[config.mk]
export PLATFORM = sky130hd
export DESIGN_NAME = decrypt
export DESIGN_NICKNAME = d
export VERILOG_FILES = /design/src/rtl/des_pkg.sv /design/src/rtl/des_round.sv /design/src/rtl/decrypt.sv
export SDC_FILE = /design/constraint.sdc
export NUM_CORES = 1
export LEC_CHECK = 0
export ABC_AREA = 1
export CELL_PAD_IN_SITES_DETAIL_PLACEMENT = 0
export CELL_PAD_IN_SITES_GLOBAL_PLACEMENT = 1
export CORE_ASPECT_RATIO = 0.9
export CORE_MARGIN = 5
export CORE_UTILIZATION = 25
export CTS_CLUSTER_SIZE = 30
export DETAILED_ROUTE_END_ITERATION = 10
export PLACE_DENSITY_LB_ADDON = 0.1
export SETUP_SLACK_MARGIN = 0.4
export SLEW_MARGIN = 20
export SYNTH_ARGS = -nofsm -noshare
export SYNTH_HDL_FRONTEND = slang
export SYNTH_SLANG_ARGS = --single-unit
[constraint.sdc]
create_clock -name clk -period 2.3 [get_ports clk]
set_input_delay 0.69 -clock clk [delete_from_list [all_inputs] [get_ports clk]]
set_output_delay 0.69 -clock clk [all_outputs]
set_load 0.02 [all_outputs]
[src/rtl/des_pkg.sv]
// -----------------------------------------------------------------------------
// des_pkg -- shared constants, tables and helpers for the DES decryption engine.
//
// Bit numbering: DES numbers bits from 1 at the MSB. Every permutation helper
// below takes its table in that numbering. Output position i (0-based from the
// MSB) is filled with input DES bit TBL[i].
//
// Contents:
//   block_t          8x8 packed byte block, byte [7] first on the wire
//   state_e          engine FSM states
//   IP/FP/E/P/PC1/PC2 permutation tables, SBOX_TBL S-boxes, SHIFT_TBL schedule
//   des_ip/des_fp/des_e/des_p/des_pc1/des_pc2  permutation functions
//   des_sbox         single S-box lookup
//   des_rotr         28-bit right rotate for the decryption key schedule
// -----------------------------------------------------------------------------
package des_pkg;

  typedef logic [7:0][7:0] block_t;

  typedef enum logic [1:0] {
    IDLE  = 2'd0,
    ROUND = 2'd1,
    DONE  = 2'd2
  } state_e;

  localparam logic [3:0] LAST_ROUND = 4'd15;

  localparam logic [7:0] IP_TBL [64] = '{
    8'd58, 8'd50, 8'd42, 8'd34, 8'd26, 8'd18, 8'd10, 8'd2,
    8'd60, 8'd52, 8'd44, 8'd36, 8'd28, 8'd20, 8'd12, 8'd4,
    8'd62, 8'd54, 8'd46, 8'd38, 8'd30, 8'd22, 8'd14, 8'd6,
    8'd64, 8'd56, 8'd48, 8'd40, 8'd32, 8'd24, 8'd16, 8'd8,
    8'd57, 8'd49, 8'd41, 8'd33, 8'd25, 8'd17, 8'd9,  8'd1,
    8'd59, 8'd51, 8'd43, 8'd35, 8'd27, 8'd19, 8'd11, 8'd3,
    8'd61, 8'd53, 8'd45, 8'd37, 8'd29, 8'd21, 8'd13, 8'd5,
    8'd63, 8'd55, 8'd47, 8'd39, 8'd31, 8'd23, 8'd15, 8'd7
  };

  localparam logic [7:0] FP_TBL [64] = '{
    8'd40, 8'd8, 8'd48, 8'd16, 8'd56, 8'd24, 8'd64, 8'd32,
    8'd39, 8'd7, 8'd47, 8'd15, 8'd55, 8'd23, 8'd63, 8'd31,
    8'd38, 8'd6, 8'd46, 8'd14, 8'd54, 8'd22, 8'd62, 8'd30,
    8'd37, 8'd5, 8'd45, 8'd13, 8'd53, 8'd21, 8'd61, 8'd29,
    8'd36, 8'd4, 8'd44, 8'd12, 8'd52, 8'd20, 8'd60, 8'd28,
    8'd35, 8'd3, 8'd43, 8'd11, 8'd51, 8'd19, 8'd59, 8'd27,
    8'd34, 8'd2, 8'd42, 8'd10, 8'd50, 8'd18, 8'd58, 8'd26,
    8'd33, 8'd1, 8'd41, 8'd9,  8'd49, 8'd17, 8'd57, 8'd25
  };

  localparam logic [7:0] E_TBL [48] = '{
    8'd32, 8'd1,  8'd2,  8'd3,  8'd4,  8'd5,
    8'd4,  8'd5,  8'd6,  8'd7,  8'd8,  8'd9,
    8'd8,  8'd9,  8'd10, 8'd11, 8'd12, 8'd13,
    8'd12, 8'd13, 8'd14, 8'd15, 8'd16, 8'd17,
    8'd16, 8'd17, 8'd18, 8'd19, 8'd20, 8'd21,
    8'd20, 8'd21, 8'd22, 8'd23, 8'd24, 8'd25,
    8'd24, 8'd25, 8'd26, 8'd27, 8'd28, 8'd29,
    8'd28, 8'd29, 8'd30, 8'd31, 8'd32, 8'd1
  };

  localparam logic [7:0] P_TBL [32] = '{
    8'd16, 8'd7,  8'd20, 8'd21, 8'd29, 8'd12, 8'd28, 8'd17,
    8'd1,  8'd15, 8'd23, 8'd26, 8'd5,  8'd18, 8'd31, 8'd10,
    8'd2,  8'd8,  8'd24, 8'd14, 8'd32, 8'd27, 8'd3,  8'd9,
    8'd19, 8'd13, 8'd30, 8'd6,  8'd22, 8'd11, 8'd4,  8'd25
  };

  // Parity bits 8,16,...,64 never appear here, which is what makes the key
  // parity irrelevant.
  localparam logic [7:0] PC1_TBL [56] = '{
    8'd57, 8'd49, 8'd41, 8'd33, 8'd25, 8'd17, 8'd9,
    8'd1,  8'd58, 8'd50, 8'd42, 8'd34, 8'd26, 8'd18,
    8'd10, 8'd2,  8'd59, 8'd51, 8'd43, 8'd35, 8'd27,
    8'd19, 8'd11, 8'd3,  8'd60, 8'd52, 8'd44, 8'd36,
    8'd63, 8'd55, 8'd47, 8'd39, 8'd31, 8'd23, 8'd15,
    8'd7,  8'd62, 8'd54, 8'd46, 8'd38, 8'd30, 8'd22,
    8'd14, 8'd6,  8'd61, 8'd53, 8'd45, 8'd37, 8'd29,
    8'd21, 8'd13, 8'd5,  8'd28, 8'd20, 8'd12, 8'd4
  };

  localparam logic [7:0] PC2_TBL [48] = '{
    8'd14, 8'd17, 8'd11, 8'd24, 8'd1,  8'd5,
    8'd3,  8'd28, 8'd15, 8'd6,  8'd21, 8'd10,
    8'd23, 8'd19, 8'd12, 8'd4,  8'd26, 8'd8,
    8'd16, 8'd7,  8'd27, 8'd20, 8'd13, 8'd2,
    8'd41, 8'd52, 8'd31, 8'd37, 8'd47, 8'd55,
    8'd30, 8'd40, 8'd51, 8'd45, 8'd33, 8'd48,
    8'd44, 8'd49, 8'd39, 8'd56, 8'd34, 8'd53,
    8'd46, 8'd42, 8'd50, 8'd36, 8'd29, 8'd32
  };

  // Each S-box is 64 nibbles, row-major (row 0 col 0 in the top nibble).
  localparam logic [255:0] SBOX_TBL [8] = '{
    256'hE4D12FB83A6C5907_0F74E2D1A6CB9538_41E8D62BFC973A50_FC8249175B3EA06D,
    256'hF18E6B34972DC05A_3D47F28EC01A69B5_0E7BA4D158C6932F_D8A13F42B67C05E9,
    256'hA09E63F51DC7B428_D709346A285ECBF1_D6498F30B12C5AE7_1AD069874FE3B52C,
    256'h7DE3069A1285BC4F_D8B56F03472C1AE9_A690CB7DF13E5284_3F06A1D8945BC72E,
    256'h2C417AB6853FD0E9_EB2C47D150FA3986_421BAD78F9C5630E_B8C71E2D6F09A453,
    256'hC1AF92680D34E75B_AF427C9561DE0B38_9EF528C3704A1DB6_432C95FABE17608D,
    256'h4B2EF08D3C975A61_D0B7491AE35C2F86_14BDC37EAF680592_6BD814A7950FE23C,
    256'hD2846FB1A93E50C7_1FD8A374C56B0E92_7B419CE206ADF358_21E74A8DFC90356B
  };

  // Right-rotate amount applied after decryption round k, i.e. the encryption
  // shifts for rounds 16 down to 2. Nothing rotates after the last round.
  localparam logic [1:0] SHIFT_TBL [16] = '{
    2'd1, 2'd2, 2'd2, 2'd2, 2'd2, 2'd2, 2'd2, 2'd1,
    2'd2, 2'd2, 2'd2, 2'd2, 2'd2, 2'd2, 2'd1, 2'd0
  };

  function automatic logic [63:0] des_ip(input logic [63:0] x);
    logic [63:0] y;
    y = 64'd0;
    for (int i = 0; i < 64; i++) y[63 - i] = x[64 - int'(IP_TBL[i])];
    return y;
  endfunction

  function automatic logic [63:0] des_fp(input logic [63:0] x);
    logic [63:0] y;
    y = 64'd0;
    for (int i = 0; i < 64; i++) y[63 - i] = x[64 - int'(FP_TBL[i])];
    return y;
  endfunction

  function automatic logic [47:0] des_e(input logic [31:0] x);
    logic [47:0] y;
    y = 48'd0;
    for (int i = 0; i < 48; i++) y[47 - i] = x[32 - int'(E_TBL[i])];
    return y;
  endfunction

  function automatic logic [31:0] des_p(input logic [31:0] x);
    logic [31:0] y;
    y = 32'd0;
    for (int i = 0; i < 32; i++) y[31 - i] = x[32 - int'(P_TBL[i])];
    return y;
  endfunction

  function automatic logic [55:0] des_pc1(input logic [63:0] x);
    logic [55:0] y;
    y = 56'd0;
    for (int i = 0; i < 56; i++) y[55 - i] = x[64 - int'(PC1_TBL[i])];
    return y;
  endfunction

  function automatic logic [47:0] des_pc2(input logic [55:0] x);
    logic [47:0] y;
    y = 48'd0;
    for (int i = 0; i < 48; i++) y[47 - i] = x[56 - int'(PC2_TBL[i])];
    return y;
  endfunction

  // Row comes from the outer bits, column from the middle four.
  function automatic logic [3:0] des_sbox(input int box, input logic [5:0] b);
    logic [5:0]   idx;
    logic [7:0]   sh;
    logic [255:0] t;
    idx = {b[5], b[0], b[4:1]};
    sh  = {idx, 2'b00};
    t   = SBOX_TBL[box] << sh;
    return t[255:252];
  endfunction

  function automatic logic [27:0] des_rotr(input logic [27:0] x, input logic [1:0] n);
    logic [27:0] y;
    case (n)
      2'd1:    y = {x[0], x[27:1]};
      2'd2:    y = {x[1:0], x[27:2]};
      default: y = x;
    endcase
    return y;
  endfunction

endpackage

[src/rtl/des_round.sv]
// -----------------------------------------------------------------------------
// des_round -- one combinational DES Feistel round.
//
//   l_i  [31:0]  left half entering the round
//   r_i  [31:0]  right half entering the round
//   k_i  [47:0]  round subkey
//   l_o  [31:0]  new left half  (= r_i)
//   r_o  [31:0]  new right half (= l_i ^ f(r_i, k_i))
// -----------------------------------------------------------------------------
module des_round
  import des_pkg::*;
(
  input  logic [31:0] l_i,
  input  logic [31:0] r_i,
  input  logic [47:0] k_i,
  output logic [31:0] l_o,
  output logic [31:0] r_o
);

  logic [47:0] mix_s;
  logic [31:0] sbox_s;

  assign mix_s = des_e(r_i) ^ k_i;

  // Eight 6-in/4-out substitutions, S1 on the most significant bits.
  always_comb begin
    sbox_s = 32'd0;
    for (int b = 0; b < 8; b++) begin
      sbox_s[31 - 4*b -: 4] = des_sbox(b, mix_s[47 - 6*b -: 6]);
    end
  end

  assign l_o = r_i;
  assign r_o = l_i ^ des_p(sbox_s);

endmodule

[src/rtl/decrypt.sv]
// -----------------------------------------------------------------------------
// decrypt -- iterative DES decryption engine, one Feistel round per clock.
//
//   message   [63:0] in   ciphertext, byte [7] first, bit 63 = DES bit 1
//   DESkey    [63:0] in   key, same ordering, parity bits ignored
//   decrypted [63:0] out  plaintext, updated only when a block completes
//   done             out  result valid, held until ack
//   clk              in   rising-edge clock
//   reset            in   asynchronous active-low reset
//   enable           in   start request, looked at only in IDLE
//   ack              in   result acknowledge, looked at only in DONE
// -----------------------------------------------------------------------------
module decrypt
  import des_pkg::*;
(
  input  block_t message,
  input  block_t DESkey,
  output block_t decrypted,
  output logic   done,
  input  logic   clk,
  input  logic   reset,
  input  logic   enable,
  input  logic   ack
);

  state_e      state_q, state_d;
  logic [3:0]  cnt_q, cnt_d;
  logic [31:0] l_q, l_d, r_q, r_d;
  logic [27:0] c_q, c_d, d_q, d_d;
  logic [63:0] dec_q, dec_d;
  logic        done_q, done_d;

  logic [63:0] ip_s;
  logic [55:0] pc1_s;
  logic [47:0] subkey_s;
  logic [31:0] rnd_l_s, rnd_r_s;

  assign ip_s  = des_ip(message);
  assign pc1_s = des_pc1(DESkey);

  // C/D already hold the schedule position for the current round, starting
  // at K16 straight out of PC-1.
  assign subkey_s = des_pc2({c_q, d_q});

  des_round u_round (
    .l_i (l_q),
    .r_i (r_q),
    .k_i (subkey_s),
    .l_o (rnd_l_s),
    .r_o (rnd_r_s)
  );

  // State register.
  always_ff @(posedge clk or negedge reset) begin
    if (!reset) begin
      state_q <= IDLE;
    end else begin
      state_q <= state_d;
    end
  end

  // Next-state logic.
  always_comb begin
    state_d = state_q;
    case (state_q)
      IDLE: begin
        if (enable) state_d = ROUND;
        else        state_d = IDLE;
      end
      ROUND: begin
        if (cnt_q == LAST_ROUND) state_d = DONE;
        else                     state_d = ROUND;
      end
      DONE: begin
        if (ack) state_d = IDLE;
        else     state_d = DONE;
      end
      default: state_d = IDLE;
    endcase
  end

  // Datapath and output next values.
  always_comb begin
    cnt_d  = cnt_q;
    l_d    = l_q;
    r_d    = r_q;
    c_d    = c_q;
    d_d    = d_q;
    dec_d  = dec_q;
    done_d = done_q;
    case (state_q)
      IDLE: begin
        if (enable) begin
          l_d   = ip_s[63:32];
          r_d   = ip_s[31:0];
          c_d   = pc1_s[55:28];
          d_d   = pc1_s[27:0];
          cnt_d = 4'd0;
        end else begin
          cnt_d = cnt_q;
        end
      end
      ROUND: begin
        l_d   = rnd_l_s;
        r_d   = rnd_r_s;
        c_d   = des_rotr(c_q, SHIFT_TBL[cnt_q]);
        d_d   = des_rotr(d_q, SHIFT_TBL[cnt_q]);
        cnt_d = cnt_q + 4'd1;
        // The last round's halves are swapped (R16 first) before FP.
        if (cnt_q == LAST_ROUND) begin
          dec_d  = des_fp({rnd_r_s, rnd_l_s});
          done_d = 1'b1;
        end else begin
          done_d = 1'b0;
        end
      end
      DONE: begin
        if (ack) done_d = 1'b0;
        else     done_d = 1'b1;
      end
      default: begin
        done_d = 1'b0;
      end
    endcase
  end

  // Datapath and output registers.
  always_ff @(posedge clk or negedge reset) begin
    if (!reset) begin
      cnt_q  <= 4'd0;
      l_q    <= 32'd0;
      r_q    <= 32'd0;
      c_q    <= 28'd0;
      d_q    <= 28'd0;
      dec_q  <= 64'd0;
      done_q <= 1'b0;
    end else begin
      cnt_q  <= cnt_d;
      l_q    <= l_d;
      r_q    <= r_d;
      c_q    <= c_d;
      d_q    <= d_d;
      dec_q  <= dec_d;
      done_q <= done_d;
    end
  end

  assign decrypted = dec_q;
  assign done      = done_q;

endmodule

==> run_1/cell_density.png <==
(1.5 px per µm) The die is cut into 27 by 24 equal tiles; dark blue is low, red is high, 0 to 100% covered.
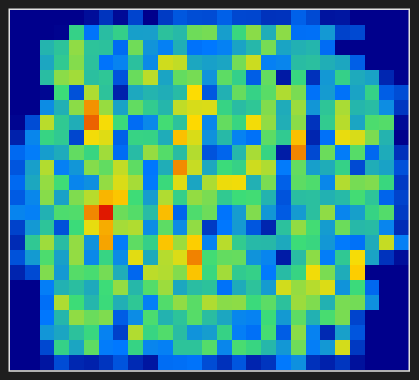
emptiest ninth of the die: upper right
mean over tiles: 37%
fullest tile: 97%
nearly empty tiles: 11%
tiles over 75% full: 2.9%

==> run_1/placement_by_type.png <==
(1.5 px per µm)
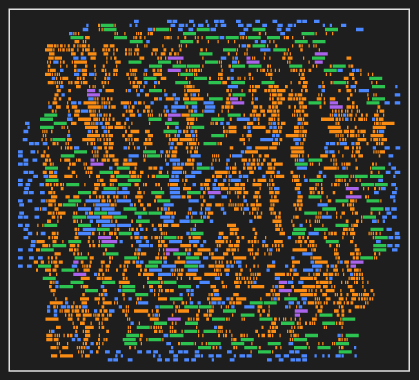
[purple] clock drivers and dummy loads | cells: 32
[green] sequential cells | cells: 191
[orange] combinational and other logic | cells: 1988
[blue] remaining buffers and delay cells | cells: 508

==> flow_metrics.env, run 1 <==
# physical design summary
export IMPL_status="finished, final reports clean"
export IMPL_buffers=508
export IMPL_port_buffers=188
export IMPL_hold_viol_final=0
export IMPL_path_buffers=5
export IMPL_cts_made_buffers=17
export IMPL_cp_arrival_ps=2490
export IMPL_path_cells="inv_4, ha_1, nand2_1, nand2_1, nand2_2, nand2_2, buf_12, nand3_4, nand2_8, clkinv_8, buf_12, buf_16, o22ai_1"
export IMPL_pre_cts_ws_ps=-98.3
export IMPL_fin_util_pct=42.0
export IMPL_xor_share_pct=2.46
export IMPL_nClkBuffers=17
export IMPL_top_logic_kind="simple AND/OR/NAND/NOR gates"
export IMPL_first_global_vias=16400
export IMPL_dr_pass1_iters=5
export IMPL_largestClassByArea="multi-input combinational cells"
export IMPL_tool_warnings=97
export IMPL_gr_usage_met1_pct=31.7
export IMPL_max_stage_delay_ps=460
export IMPL_end_kind="flip-flop"
export IMPL_chipArea_mm2=0.0638
export IMPL_htree_levels=4
export IMPL_yosysTopAreaCell="dfrtp_1"
export IMPL_postSynthSeqShare_pct=32.5
export IMPL_lay_top_count="nand2_1"
export IMPL_num_io_pins=197
export IMPL_edf_count=0
export IMPL_nFillCells=5972
export IMPL_routed_wl_um=71700
export IMPL_grt_pass1_wl_um=103000
export IMPL_busiest_layer="met2"
export IMPL_fmax_mhz=484
export IMPL_nets=2909
export IMPL_synthDistinctLibCells=37
export IMPL_ff_type="dfrtp_1"
export IMPL_endpoint="c_q[13]"
export IMPL_comb_area_mm2=0.0120
export IMPL_worst_r2r_endpoint="c_q[13]"
export IMPL_timing_final_crit_period_ps=2060
export IMPL_wl_met3_um=3100
export IMPL_setup_ws_ps=235
export IMPL_rsz0062_at_grt="yes"
export IMPL_cts_tree="built"
export IMPL_setup_tns_ps=0
export IMPL_ys_seq_elements=191
export IMPL_die_w_um=266
export IMPL_final_setup_viol_count=0
export IMPL_fin_area_mm2=0.0245
export IMPL_finalMaxSlewViolations=0
export IMPL_path_clk_slew_ps=90
export IMPL_root_buffer="clkbuf_16"
export IMPL_synth_area_yosys_mm2=0.0147
export IMPL_synth_top_cell_area_share_pct=32.5
export IMPL_path_max_fanout=8
export IMPL_yosysMostFrequentCell="nand2_1"
export IMPL_postCtsResizedCells=644
export IMPL_start_kind="flip-flop"
export IMPL_cp_depth=13
export IMPL_grt_antenna_before_repair=1
export IMPL_finalHoldWorstSlack_ps=97.8
export IMPL_cts_setup_buffers=49
export IMPL_buf_share_pct=21.3
==> run_1/placement.png <==
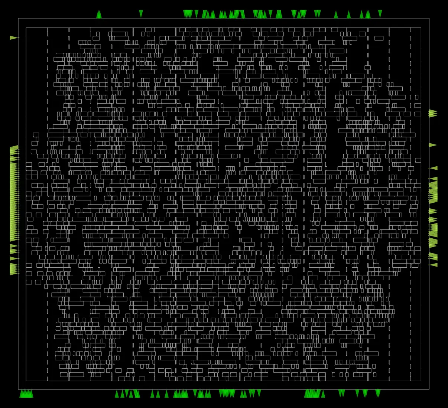
non-filler cells, final: 3493
flop count: 191
sequential cell area share: 19.6%
Core Region: 0.0583 mm²
Tapcell Cnt: 774

==> run 2, diff against run 1 <==
--- a/config.mk
+++ b/config.mk
@@ -14,6 +14,7 @@
 export CTS_CLUSTER_SIZE = 30
 export DETAILED_ROUTE_END_ITERATION = 10
 export PLACE_DENSITY_LB_ADDON = 0.1
+export RECOVER_POWER = 50
 export SETUP_SLACK_MARGIN = 0.4
 export SLEW_MARGIN = 20
 export SYNTH_ARGS = -nofsm -noshare
==> constraint.sdc (replaced) <==
create_clock -name clk -period 1.7 [get_ports clk]
set_input_delay 0.51 -clock clk [delete_from_list [all_inputs] [get_ports clk]]
set_output_delay 0.51 -clock clk [all_outputs]
set_load 0.02 [all_outputs]
==> run_2/placement_by_type.png <==
(1.5 px per µm)
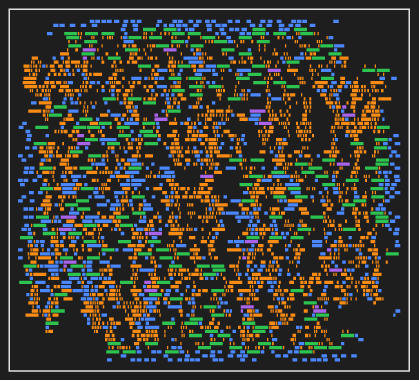
[blue] remaining buffers and delay cells | cells: 721
[purple] clock drivers and dummy loads | cells: 30
[green] sequential cells | cells: 191
[orange] combinational and other logic | cells: 1987

==> run_2/io_fan.png <==
(1 px per µm)
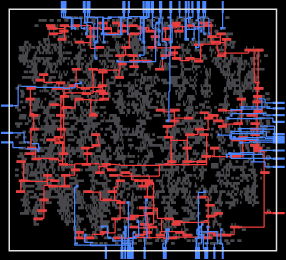
[red] reset | bits: 1 | direction: input | edge: right | end cells: 191 | buffers: 11 | wire: 2780 µm
[blue] message | bits: 64 | direction: input | edge: 29 top, 19 bottom, 13 right, 3 left | end cells: 64 | buffers: 64 | wire: 2820 µm

==> run 2 against run 1 <==
Against the previous run: the run now ends with setup timing left; final area increased by 6.8%; via count increased by 4.2%; area after synthesis unchanged; critical endpoint is now d_q[19]; largest cell class unchanged.
==> flow_metrics.env, run 2 <==
# physical design summary
export IMPL_die_w_um=266
export IMPL_status="finished with violations"
export IMPL_fin_area_mm2=0.0262
export IMPL_edf_count=0
export IMPL_grt_usage_pct=22.6
export IMPL_min_delay_start="c_q[19]"
export IMPL_cts_tree="built"
export IMPL_finalHoldWorstSlack_ps=495
export IMPL_root_buffer="clkbuf_16"
export IMPL_inverters=204
export IMPL_flop_area_mm2=0.00480
export IMPL_yosysTopAreaCell="dfrtp_1"
export IMPL_endpoint="d_q[19]"
export IMPL_buffers=721
export IMPL_failed_checks="setup timing"
export IMPL_grt_pass1_wl_um=110000
export IMPL_start_kind="flip-flop"
export IMPL_period_used_pct=125
export IMPL_initial_core_util_pct=25.2
export IMPL_path_cells="inv_2, ha_4, nor2_2, nor2_1, a21oi_2, nand2_2, buf_12, nand3_4, nand2_8, buf_12, a21oi_2, a22oi_2"
export IMPL_end_kind="flip-flop"
export IMPL_buf_share_pct=28.1
export IMPL_worstPathRequired_ps=2070
export IMPL_lay_top_count="nand2_1"
export IMPL_critPathSlowestCell="dfrtp_1"
export IMPL_postCtsResizedCells=846
export IMPL_comb_cells=1783
export IMPL_maxCapViolCount=0
export IMPL_diodes=0
export IMPL_synth_cells=2282
export IMPL_nets=3121
export IMPL_clkLatencyLatePin_ps=510
export IMPL_wl_met2_um=34700
export IMPL_busiest_layer="met2"
export IMPL_worst_r2r_endpoint="d_q[19]"
export IMPL_xor_share_pct=2.46
export IMPL_chipArea_mm2=0.0638
export IMPL_setup_ws_ps=-419
export IMPL_synth_top_cell_area_share_pct=32.5
export IMPL_mappedNetlistArea_mm2=0.0147
export IMPL_nFillCells=5907
export IMPL_synthAoiAreaFrac_pct=11.8
export IMPL_worst_slew_pin_slew_ps=1010
export IMPL_rsz0062_at_grt="yes"
export IMPL_routed_wl_um=74100
export IMPL_cts_made_buffers=17
export IMPL_htree_levels=4
export IMPL_row_count=84
export IMPL_finalMaxSlewViolations=0
export IMPL_postSynthSeqShare_pct=32.5
export IMPL_timing_final_crit_period_ps=2120
export IMPL_fp_nets=2485
export IMPL_first_global_vias=17600
export IMPL_drc=0
export IMPL_met2_usage_pct=36.9
export IMPL_gr_usage_met1_pct=33.0
export IMPL_comb_area_mm2=0.0116
export IMPL_ys_top_cells_by_area="dfrtp_1 (32%), nand2_1 (23%), nand3_1 (12%)"
export IMPL_final_cell_count_no_fill=3703
export IMPL_flops=191
export IMPL_final_setup_viol_count=178
export IMPL_wl_met3_um=2510
export IMPL_synthDistinctLibCells=37
export IMPL_ys_seq_elements=191
export IMPL_ff_type="dfrtp_1"
export IMPL_path_buffers=3
export IMPL_fin_util_pct=44.9
export IMPL_syn_avg_cell_area_um2=6.45
export IMPL_seq_share_pct=18.3
export IMPL_worst_hold_path_num_cells=2
export IMPL_cp_depth=12
export IMPL_core_area_mm2=0.0583
export IMPL_pre_cts_ws_ps=-654
export IMPL_cts_setup_buffers=112
export IMPL_fmax_mhz=472
export IMPL_nClkBuffers=19
export IMPL_synth_area_yosys_mm2=0.0147
export IMPL_taps=774
export IMPL_setup_tns_ps=-33570
export IMPL_yosysMostFrequentCell="nand2_1"
export IMPL_cts_num_sinks=191
export IMPL_tool_warnings=98
export IMPL_cp_arrival_ps=2490
export IMPL_gp_congestion=0.891
export IMPL_dr_pass1_iters=6
export IMPL_worstSetupStartpoint="cnt_q[0]"
export IMPL_num_io_pins=197
export IMPL_top_logic_kind="simple AND/OR/NAND/NOR gates"
export IMPL_path_clk_slew_ps=80
export IMPL_path_max_fanout=6
export IMPL_grt_antenna_before_repair=1
export IMPL_reg2reg_slack_ps=-420
export IMPL_port_buffers=188
export IMPL_max_stage_delay_ps=430
export IMPL_dpl_cell_area_mm2=0.0210
export IMPL_hold_viol_final=0
export IMPL_largestClassByArea="multi-input combinational cells"
==> run 3, diff against run 2 <==
--- a/config.mk
+++ b/config.mk
@@ -9,7 +9,7 @@
 export CELL_PAD_IN_SITES_DETAIL_PLACEMENT = 0
 export CELL_PAD_IN_SITES_GLOBAL_PLACEMENT = 1
 export CORE_ASPECT_RATIO = 0.9
-export CORE_MARGIN = 5
+export CORE_MARGIN = 1
 export CORE_UTILIZATION = 25
 export CTS_CLUSTER_SIZE = 30
 export DETAILED_ROUTE_END_ITERATION = 10
==> run_3/cell_density.png <==
(1.5 px per µm) The die is cut into 26 by 23 equal tiles; dark blue is low, red is high, 0 to 100% covered.
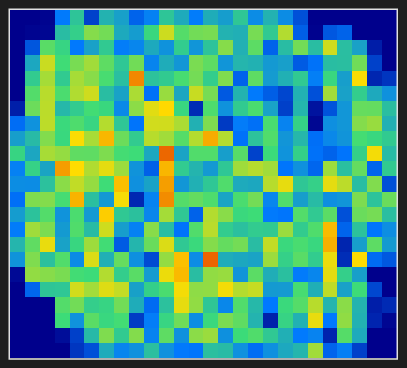
nearly empty tiles: 7.7%
fullest tile: 89%
emptiest ninth of the die: upper right

==> run 3 against run 2 <==
Against the previous run: the flow still finishes with violations (setup timing); non-clock buffer count is 36 lower; largest cell class unchanged; final cell count down 1.1%; flip-flop count did not move; clock skew is 3.5 ps higher.
==> flow_metrics.env, run 3 <==
# physical design summary
export IMPL_setup_tns_ps=-32310
export IMPL_wl_met3_um=2720
export IMPL_syn_avg_cell_area_um2=6.45
export IMPL_row_count=83
export IMPL_worstSetupStartpoint="cnt_q[1]"
export IMPL_min_to="c_q[19]"
export IMPL_failed_checks="setup timing"
export IMPL_path_max_fanout=5
export IMPL_clkLatencyLatePin_ps=510
export IMPL_comb_cell_share_pct=45.4
export IMPL_core_area_mm2=0.0576
export IMPL_buffers=685
export IMPL_drive_gt1_share_pct=44.2
export IMPL_start_kind="flip-flop"
export IMPL_cts_setup_buffers=75
export IMPL_mux_area_share_pct=0
export IMPL_top_cells_by_count="nand2_1 (905), nand3_1 (347), inv_1 (192), dfrtp_1 (191), o21ai_0 (130)"
export IMPL_gp_congestion=0.917
export IMPL_area_delta_synth_final_pct=74.7
export IMPL_finalHoldWorstSlack_ps=498
export IMPL_path_cells="inv_2, ha_4, nor2_4, nor2_2, a21oi_2, or2_1, nand3_2, nand2_4, buf_16, a21oi_2, a22oi_2"
export IMPL_num_io_pins=197
export IMPL_postSynthSeqShare_pct=32.5
export IMPL_cts_num_sinks=191
export IMPL_end_kind="flip-flop"
export IMPL_taps=765
export IMPL_diodes=1
export IMPL_ys_top_cells_by_area="dfrtp_1 (32%), nand2_1 (23%), nand3_1 (12%)"
export IMPL_nClkBuffers=17
export IMPL_grt_pass1_wl_um=110000
export IMPL_worstPathRequired_ps=2030
export IMPL_maxCapViolCount=0
export IMPL_fmax_mhz=453
export IMPL_drc=0
export IMPL_yosysMostFrequentCell="nand2_1"
export IMPL_grt_usage_pct=24.5
export IMPL_final_setup_viol_count=131
export IMPL_xor_share_pct=2.46
export IMPL_fp_nets=2485
export IMPL_tool_warnings=98
export IMPL_htree_levels=4
export IMPL_synth_area_yosys_mm2=0.0147
export IMPL_ys_seq_elements=191
export IMPL_synthAoiAreaFrac_pct=11.8
export IMPL_nets=3086
export IMPL_root_buffer="clkbuf_16"
export IMPL_cts_tree="built"
export IMPL_top_logic_kind="simple AND/OR/NAND/NOR gates"
export IMPL_seq_share_pct=18.7
export IMPL_cp_depth=11
export IMPL_dr_pass1_iters=5
export IMPL_grt_antenna_before_repair=1
export IMPL_wire_per_inst_um=20.0
export IMPL_chipArea_mm2=0.0598
export IMPL_ff_type="dfrtp_1"
export IMPL_synth_cells=2282
export IMPL_nFillCells=5854
export IMPL_routed_wl_um=73100
export IMPL_final_cell_mix="nand2_1 (642), buf_4 (369), nand2_2 (205)"
export IMPL_lay_top_count="nand2_1"
export IMPL_edf_count=0
export IMPL_dp_cells=3513
export IMPL_fin_util_pct=44.6
export IMPL_setup_ws_ps=-505
export IMPL_largestClassByArea="multi-input combinational cells"
export IMPL_critPathSlowestCell="a22oi_2"
export IMPL_post_dp_hpwl_um=55200
export IMPL_met2_usage_pct=38.8
export IMPL_worst_hold_path_num_cells=2
export IMPL_path_clk_slew_ps=90
export IMPL_die_w_um=258
export IMPL_final_cell_count_no_fill=3662
export IMPL_flops=191
export IMPL_inverters=205
export IMPL_timing_final_crit_period_ps=2210
export IMPL_path_buffers=2
export IMPL_synth_top_cell_area_share_pct=32.5
export IMPL_dpl_cell_area_mm2=0.0211
export IMPL_gr_usage_met1_pct=35.2
export IMPL_flop_area_mm2=0.00481
export IMPL_first_global_vias=17700
export IMPL_mappedNetlistArea_mm2=0.0147
export IMPL_period_used_pct=130
export IMPL_finalMaxSlewViolations=0
export IMPL_fin_area_mm2=0.0257
export IMPL_hold_viol_final=0
export IMPL_comb_area_mm2=0.0117
export IMPL_status="finished with violations"
export IMPL_max_stage_delay_ps=480
export IMPL_synthDistinctLibCells=37
export IMPL_rsz0062_at_grt="yes"
export IMPL_wl_met2_um=33400
export IMPL_reg2reg_slack_ps=-510
export IMPL_postCtsResizedCells=840
export IMPL_busiest_layer="met2"
export IMPL_buf_share_pct=26.6
export IMPL_endpoint="d_q[19]"
export IMPL_cp_arrival_ps=2530
export IMPL_cts_made_buffers=17
export IMPL_worst_slew_pin_slew_ps=866
export IMPL_ys_cells=2282
export IMPL_pre_cts_ws_ps=-896
export IMPL_initial_core_util_pct=25.5
export IMPL_yosysTopAreaCell="dfrtp_1"
export IMPL_comb_cells=1783
export IMPL_min_delay_start="c_q[19]"
export IMPL_port_buffers=188
export IMPL_worst_r2r_endpoint="d_q[19]"
export IMPL_crit_top_cell="a21oi_2"
==> run_3/placement_by_type.png <==
(1.5 px per µm)
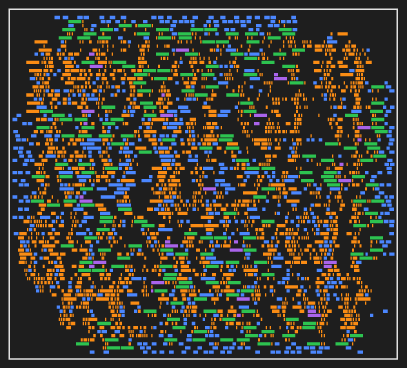
[orange] combinational and other logic | cells: 1988
[green] sequential cells | cells: 191
[purple] clock drivers and dummy loads | cells: 32
[blue] remaining buffers and delay cells | cells: 685

